### config.mk
export PLATFORM = sky130hd
export DESIGN_NAME = mem_access_unit
export DESIGN_NICKNAME = d
export VERILOG_FILES = /design/src/rtl/mem_access_unit_pkg.sv /design/src/rtl/mem_access_unit_wait_timer.sv /design/src/rtl/mem_access_unit.sv
export SDC_FILE = /design/constraint.sdc
export NUM_CORES = 1
export LEC_CHECK = 0
export CORE_MARGIN = 2
export CORE_UTILIZATION = 30
export CTS_CLUSTER_DIAMETER = 80
export DETAILED_ROUTE_END_ITERATION = 8
export HOLD_SLACK_MARGIN = 0.12
export PLACE_DENSITY = 0.67
export SLEW_MARGIN = 30
export SYNTH_ARGS = -nofsm -noshare
export SYNTH_HDL_FRONTEND = slang
export SYNTH_SLANG_ARGS = --single-unit
### constraint.sdc
create_clock -name clk -period 8.5 [get_ports clk]
set_input_delay 0.85 -clock clk [delete_from_list [all_inputs] [get_ports clk]]
set_output_delay 0.85 -clock clk [all_outputs]
set_load 0.01 [all_outputs]
### src/rtl/mem_access_unit_pkg.sv
// rtl/mem_access_unit_pkg.sv - shared state encoding and address constants for mem_access_unit
package mem_access_unit_pkg;

  typedef enum logic [1:0] {
    ST_IDLE   = 2'd0,
    ST_ACCESS = 2'd1,
    ST_FINISH = 2'd2
  } state_t;

  // Byte-address LSBs that select a byte within a word
  localparam int WORD_OFS = 2;
  localparam int TIMER_W  = 16;

endpackage

### src/rtl/mem_access_unit_wait_timer.sv
// rtl/mem_access_unit_wait_timer.sv - wait-cycle counter with clear, enable and terminal count
module mem_access_unit_wait_timer
  import mem_access_unit_pkg::*;
#(
  parameter int TIMEOUT = 255
) (
  input  logic clk,
  input  logic rst,
  input  logic i_clr,
  input  logic i_en,
  output logic o_tc
);

  logic [TIMER_W-1:0] r_count;

  always_ff @(posedge clk or posedge rst) begin
    if (rst) begin
      r_count <= '0;
    end else if (i_clr) begin
      r_count <= '0;
    end else if (i_en) begin
      r_count <= r_count + 1'b1;
    end
  end

  assign o_tc = (r_count == TIMER_W'(TIMEOUT - 1));

endmodule

### src/rtl/mem_access_unit.sv
// rtl/mem_access_unit.sv - req/ack memory sequencer for the multicycle MIPS core, owns IR and MDR
module mem_access_unit
  import mem_access_unit_pkg::*;
#(
  parameter int N       = 32,
  parameter int ADDR_W  = 32,
  parameter int TIMEOUT = 255
) (
  input  logic              clk,
  input  logic              rst,
  input  logic              req_valid,
  input  logic              req_we,
  input  logic              req_ir,
  input  logic [ADDR_W-1:0] addr,
  input  logic [N-1:0]      wdata,
  input  logic              err_clr,
  output logic              req_ready,
  output logic              done,
  output logic              err_align,
  output logic              err_tmo,
  output logic [N-1:0]      ir,
  output logic [N-1:0]      mdr,
  output logic [5:0]        op_code,
  output logic [5:0]        funct,
  output logic              mem_req,
  output logic              mem_we,
  output logic [ADDR_W-3:0] mem_addr,
  output logic [N-1:0]      mem_wdata,
  input  logic [N-1:0]      mem_rdata,
  input  logic              mem_ack
);

  state_t              r_state;
  state_t              w_next;
  logic                r_we;
  logic                r_ir_sel;
  logic                r_align;
  logic                r_mem_req;
  logic                r_mem_we;
  logic [ADDR_W-3:0]   r_mem_addr;
  logic [N-1:0]        r_mem_wdata;
  logic [N-1:0]        r_ir;
  logic [N-1:0]        r_mdr;
  logic                r_err_align;
  logic                r_err_tmo;
  logic                w_accept;
  logic                w_misaligned;
  logic                w_tc;
  logic                w_ack_ok;
  logic                w_tmo;

  assign w_accept     = req_valid && (r_state == ST_IDLE);
  assign w_misaligned = |addr[WORD_OFS-1:0];
  assign w_ack_ok     = (r_state == ST_ACCESS) && !r_align && mem_ack;
  assign w_tmo        = (r_state == ST_ACCESS) && !r_align && !mem_ack && w_tc;

  mem_access_unit_wait_timer #(.TIMEOUT(TIMEOUT)) u_timer (
    .clk   (clk),
    .rst   (rst),
    .i_clr (r_state != ST_ACCESS),
    .i_en  (r_state == ST_ACCESS),
    .o_tc  (w_tc)
  );

  always_ff @(posedge clk or posedge rst) begin
    if (rst) r_state <= ST_IDLE;
    else     r_state <= w_next;
  end

  // Misaligned requests still pass through ACCESS (without mem_req) so every
  // transaction has the same minimum accept-to-done latency.
  always_comb begin
    w_next = r_state;
    case (r_state)
      ST_IDLE:   if (w_accept) w_next = ST_ACCESS;
      ST_ACCESS: if (r_align || mem_ack || w_tc) w_next = ST_FINISH;
      ST_FINISH: w_next = ST_IDLE;
      default:   w_next = ST_IDLE;
    endcase
  end

  always_comb begin
    req_ready = (r_state == ST_IDLE);
    done      = (r_state == ST_FINISH);
  end

  always_ff @(posedge clk or posedge rst) begin
    if (rst) begin
      r_we        <= 1'b0;
      r_ir_sel    <= 1'b0;
      r_align     <= 1'b0;
      r_mem_req   <= 1'b0;
      r_mem_we    <= 1'b0;
      r_mem_addr  <= '0;
      r_mem_wdata <= '0;
      r_ir        <= '0;
      r_mdr       <= '0;
      r_err_align <= 1'b0;
      r_err_tmo   <= 1'b0;
    end else begin
      if (w_accept) begin
        r_we        <= req_we;
        r_ir_sel    <= req_ir;
        r_align     <= w_misaligned;
        r_mem_req   <= !w_misaligned;
        r_mem_we    <= req_we && !w_misaligned;
        r_mem_addr  <= addr[ADDR_W-1:WORD_OFS];
        r_mem_wdata <= wdata;
      end else if (w_ack_ok || w_tmo) begin
        r_mem_req <= 1'b0;
        r_mem_we  <= 1'b0;
      end
      if (w_ack_ok && !r_we) begin
        if (r_ir_sel) r_ir  <= mem_rdata;
        else          r_mdr <= mem_rdata;
      end
      r_err_align <= (w_accept && w_misaligned) || (r_err_align && !err_clr);
      r_err_tmo   <= w_tmo || (r_err_tmo && !err_clr);
    end
  end

  assign mem_req   = r_mem_req;
  assign mem_we    = r_mem_we;
  assign mem_addr  = r_mem_addr;
  assign mem_wdata = r_mem_wdata;
  assign ir        = r_ir;
  assign mdr       = r_mdr;
  assign op_code   = r_ir[31:26];
  assign funct     = r_ir[5:0];
  assign err_align = r_err_align;
  assign err_tmo   = r_err_tmo;

endmodule

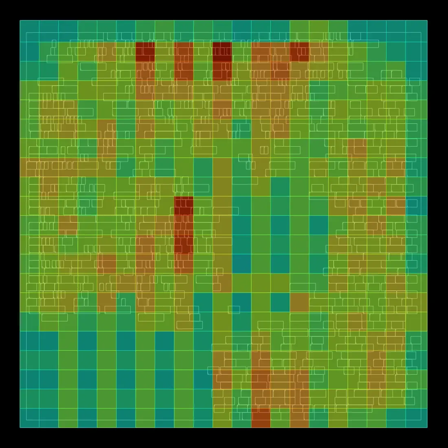
Figure 1: congestion heat map.
mean routed wirelength per cell: 14.61 um
Most Crowded Layer GR: met2
combined global-route utilization of all metal layers: 0.1475
met1 Track Usage GR: 0.1853

==> results.txt <==
run results: run status=completed, clock tree from TritonCTS=yes, DR WL met2=7141 um, top cell type by total area after synthesis=sky130_fd_sc_hd__dfrtp_1, Comb. pwr=0.00123 W, maximum number of pins on one net before global-route repair=79, worst relative slew slack=0.4588, Hold Vio Cnt, Final=0, WP data arrival=1.80 ns, Mapped Area=6027 sq um, biggest cell delay along the critical path=0.62 ns, maximum buffer depth of the clock tree=2, switching power summed over all nets=0.0009951 W, pre-CTS WS=5.687 ns, Placement Rows=51, share of cells above drive strength 1=0.1352, slowest stage cell, crit path=sky130_fd_sc_hd__clkdlybuf4s50_1, number of library cell types mapped by synthesis=36, Worst Tran Pin Value=0.8090 ns, average footprint of a synthesized cell=11.22 sq um, Post-CTS Hold Buffers=0, WL met1=6738 um, drt via density=4.382, latest clock arrival within the worst-skew pair=0.41 ns, Sink Count=151, Initial DRT Pass Iterations=4, worst hold-check slack=0.4691 ns, R2R Path End=mem_addr[28], hold path startpoint=mem_addr[18], Critical Path Fanout Max=4, Flop pwr share=0.371, endpoint type of the worst setup path=output pin, Main logic family=simple AND/OR/NAND/NOR gates, unrepaired setup endpoints after global routing=no, number of endpoints failing setup at the final stage=0, H-tree level count=4, final sum of negative setup slack=0 ns, Max Slew Vio Count=0
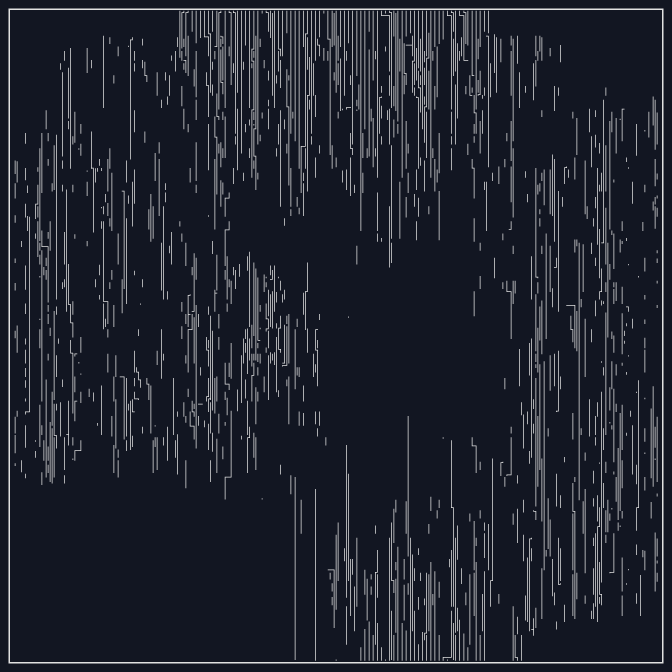
Figure 2: metal 2.
main direction	vertical
share of all routed wire	47%
nets with wire on the layer	733
wire length on this layer	7140 um
longest straight run	57.5 um
total wirelength of the detailed-routed design: 15330 um
count of vias placed by the detailed router: 4597
global-route met2 utilization: 0.2328

==> metal layers <==
layer / vias to the layer above / GRT usage
met2: 176 / 0.2328
met5: - / 0
met3: 14 / 0.06176
li1: 2205 / -
met4: 0 / 0.04363
met1: 2202 / 0.1853
==> area by class of cell <==
cell class / instances / area, sq um / area share
flip-flops and latches: 151 / 3779 / 0.4102
repair buffers: 250 / 2496 / 0.2709
multi-input cells: 345 / 1992 / 0.2162
clock buffers: 18 / 439.2 / 0.04767
well taps: 265 / 331.6 / 0.03599
clock inverters: 14 / 147.6 / 0.01603
inverters: 6 / 27.53 / 0.002988
==> metrics by stage <==
stage,instances,area (sq um)
detailed placement,1017,8626
finish,1049,9213
global route,1049,9213
CTS,1049,9213
floorplan,537,6027
global placement,1017,8622
No activity file was given, so power comes from the tool's default toggle rates.
